### config.mk
export PLATFORM = sky130hd
export DESIGN_NAME = fifo_ptr_sync_flat
export DESIGN_NICKNAME = d
export VERILOG_FILES = /design/src/rtl/fifo_ptr_sync_if.sv /design/src/rtl/fifo_ptr_sync.sv /design/src/flat_wrapper.sv
export SDC_FILE = /design/constraint.sdc
export NUM_CORES = 1
export LEC_CHECK = 0
export ABC_CLOCK_PERIOD_IN_PS = 5700
export CORE_ASPECT_RATIO = 0.9
export CORE_UTILIZATION = 34
export CTS_CLUSTER_SIZE = 14
export DETAILED_ROUTE_END_ITERATION = 6
export GPL_TIMING_DRIVEN = 1
export PLACE_DENSITY = 0.55
export SYNTH_ARGS = -nofsm -noshare
export SYNTH_HDL_FRONTEND = slang
export SYNTH_SLANG_ARGS = --single-unit
### constraint.sdc
create_clock -name clk -period 5.7 [get_ports clk]
set_input_delay 0.57 -clock clk [delete_from_list [all_inputs] [get_ports clk]]
set_output_delay 0.57 -clock clk [all_outputs]
set_load 0.03 [all_outputs]
### src/rtl/fifo_ptr_sync_if.sv
// Pointer-crossing bundle for one side of an async fifo.
// The fifo control logic is the master and the fifo_ptr_sync instance is the slave.
interface fifo_ptr_sync_if #(
   parameter int unsigned AddrBits = 8
);
   logic [AddrBits:0] local_pbin_nxt;
   logic [AddrBits:0] remote_pgray;
   logic [AddrBits:0] remote_pbin;
   logic              flag;
   logic              almost;
   logic [AddrBits:0] level;
   logic              gray_err;

   modport master (
      output local_pbin_nxt,
      output remote_pgray,
      input  remote_pbin,
      input  flag,
      input  almost,
      input  level,
      input  gray_err
   );

   modport slave (
      input  local_pbin_nxt,
      input  remote_pgray,
      output remote_pbin,
      output flag,
      output almost,
      output level,
      output gray_err
   );
endinterface

### src/rtl/fifo_ptr_sync.sv
// fifo_ptr_sync: receiving end of an async-fifo pointer crossing.
// Synchronises the remote Gray pointer, converts it to binary, and produces
// registered full/empty, almost and level status against the local pointer.
// WriteSide=1 reports full/free words; WriteSide=0 reports empty/used words.
// Optional feature macro: FIFO_PTR_SYNC_GRAY_CHECK_EN adds a sticky gray_err
// that flags any multi-bit step of the synchronised Gray pointer.
module fifo_ptr_sync #(
   parameter int unsigned AddrBits     = 8,
   parameter bit          WriteSide    = 1'b1,
   parameter int unsigned SyncStages   = 2,
   parameter int unsigned AlmostThresh = 4
) (
   input logic            clk,
   input logic            rst,
   fifo_ptr_sync_if.slave bus
);

   localparam int unsigned   PW     = AddrBits + 1;
   localparam logic [PW-1:0] Depth  = {1'b1, {AddrBits{1'b0}}};
   localparam logic [PW-1:0] Thresh = PW'(AlmostThresh);

   logic [PW-1:0] sy [SyncStages];
   logic [PW-1:0] sy_last;
   logic [PW-1:0] rb;
   logic [PW-1:0] used;
   logic [PW-1:0] level_nxt;
   logic          flag_nxt;
   logic          almost_nxt;

   // Synchroniser chain for the asynchronous remote Gray pointer.
   always_ff @(posedge clk or posedge rst) begin
      if (rst) begin
         for (int unsigned i = 0; i < SyncStages; i++) begin
            sy[i] <= '0;
         end
      end else begin
         sy[0] <= bus.remote_pgray;
         for (int unsigned i = 1; i < SyncStages; i++) begin
            sy[i] <= sy[i-1];
         end
      end
   end

   assign sy_last = sy[SyncStages-1];

   // Gray to binary: bit i is the XOR of Gray bits i..MSB.
   always_comb begin
      rb = '0;
      for (int unsigned i = 0; i < PW; i++) begin
         rb[i] = ^(sy_last >> i);
      end
   end

   // Next-state status; modulo 2**PW arithmetic handles pointer wrap.
   always_comb begin
      used      = '0;
      level_nxt = '0;
      flag_nxt  = 1'b0;
      if (WriteSide) begin
         used      = bus.local_pbin_nxt - rb;
         level_nxt = Depth - used;
         flag_nxt  = (used == Depth);
      end else begin
         used      = rb - bus.local_pbin_nxt;
         level_nxt = used;
         flag_nxt  = (used == '0);
      end
      almost_nxt = (level_nxt <= Thresh);
   end

   // Registered status outputs with side-dependent reset values.
   always_ff @(posedge clk or posedge rst) begin
      if (rst) begin
         bus.remote_pbin <= '0;
         bus.flag        <= !WriteSide;
         bus.almost      <= !WriteSide;
         bus.level       <= WriteSide ? Depth : '0;
      end else begin
         bus.remote_pbin <= rb;
         bus.flag        <= flag_nxt;
         bus.almost      <= almost_nxt;
         bus.level       <= level_nxt;
      end
   end

`ifdef FIFO_PTR_SYNC_GRAY_CHECK_EN
   logic [PW-1:0] sy_prev;
   logic [PW-1:0] gdiff;
   logic          multi_bit;
   logic          gray_err_q;

   always_comb begin
      gdiff     = sy_last ^ sy_prev;
      multi_bit = ((gdiff & (gdiff - PW'(1))) != '0);
   end

   // Track the previous synchronised Gray value; latch any multi-bit step.
   always_ff @(posedge clk or posedge rst) begin
      if (rst) begin
         sy_prev    <= '0;
         gray_err_q <= 1'b0;
      end else begin
         sy_prev <= sy_last;
         if (multi_bit) begin
            gray_err_q <= 1'b1;
         end
      end
   end

   assign bus.gray_err = gray_err_q;
`else
   assign bus.gray_err = 1'b0;
`endif

endmodule

### src/flat_wrapper.sv
// flat-port wrapper written by rule: the top's interface ports become plain ports
module fifo_ptr_sync_flat 
#(
   parameter int unsigned AddrBits     = 8,
   parameter bit          WriteSide    = 1'b1,
   parameter int unsigned SyncStages   = 2,
   parameter int unsigned AlmostThresh = 4
)
  (clk, rst, bus_local_pbin_nxt, bus_remote_pgray, bus_remote_pbin, bus_flag, bus_almost, bus_level, bus_gray_err);
  fifo_ptr_sync_if #(.AddrBits(AddrBits)) bus_i ();
  input logic clk;
  input logic rst;
  input wire logic [$bits(bus_i.local_pbin_nxt)-1:0] bus_local_pbin_nxt;
  input wire logic [$bits(bus_i.remote_pgray)-1:0] bus_remote_pgray;
  output wire logic [$bits(bus_i.remote_pbin)-1:0] bus_remote_pbin;
  output wire logic [$bits(bus_i.flag)-1:0] bus_flag;
  output wire logic [$bits(bus_i.almost)-1:0] bus_almost;
  output wire logic [$bits(bus_i.level)-1:0] bus_level;
  output wire logic [$bits(bus_i.gray_err)-1:0] bus_gray_err;
  assign bus_i.local_pbin_nxt = bus_local_pbin_nxt;
  assign bus_i.remote_pgray = bus_remote_pgray;
  assign bus_remote_pbin = bus_i.remote_pbin;
  assign bus_flag = bus_i.flag;
  assign bus_almost = bus_i.almost;
  assign bus_level = bus_i.level;
  assign bus_gray_err = bus_i.gray_err;
  fifo_ptr_sync #(.AddrBits(AddrBits), .WriteSide(WriteSide), .SyncStages(SyncStages), .AlmostThresh(AlmostThresh)) u_core (.clk(clk), .rst(rst), .bus(bus_i));
endmodule
M1 wires:
Drawn at 6 px/µm. Supply wires on this layer in grey.
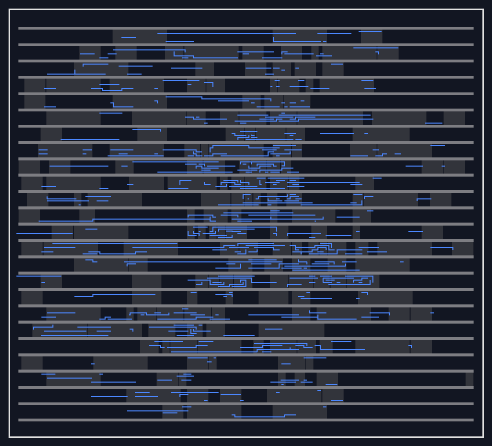
- nets with wire on the layer: 187
- wire length on this layer: 1410 µm
- main direction: horizontal
- longest straight run: 26.2 µm

==> reports/results.ini <==
[outcome]
run_status=finished, final reports clean

[logic_synthesis]
numSynthFlops=38
top_cell_area_share_pct=51.39
synthArstFlopShare_pct=100.0

[final_layout]
largestClassByArea=registers
final_cells=259
lay_top_count=sky130_fd_sc_hd__clkdlybuf4s50_1
area.growth.synth_to_final_pct=34.10
layout.non_clock_inverters=14
num_antenna_cells=0

[routing]
routedWlPerCell_um=12.12
route.top_layer_used=met4
routed_wl_um=3140
post-route-drc-count=0

[global_routing]
use_met3_pct=4.129

[pwr]
p_int_mw=0.7513

[setup_path]
crit_path_end_kind=flip-flop
timing.reg2reg.worst_path_depth=16

[min_path]
min_path_cells=0

[placement]
post_detailed_placement_cell_area_um2=2273

[clock_tree]
tritoncts_clock_tree=built

Met2 routing:
Drawn at 6 px/µm.
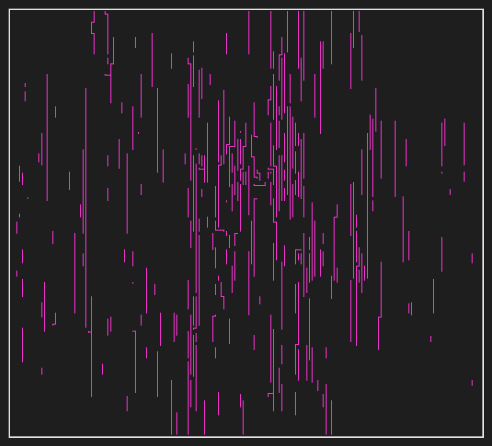
- nets with wire on the layer: 190
- wire length on this layer: 1510 µm
- main direction: vertical
- longest straight run: 39.8 µm
- share of all routed wire: 48%

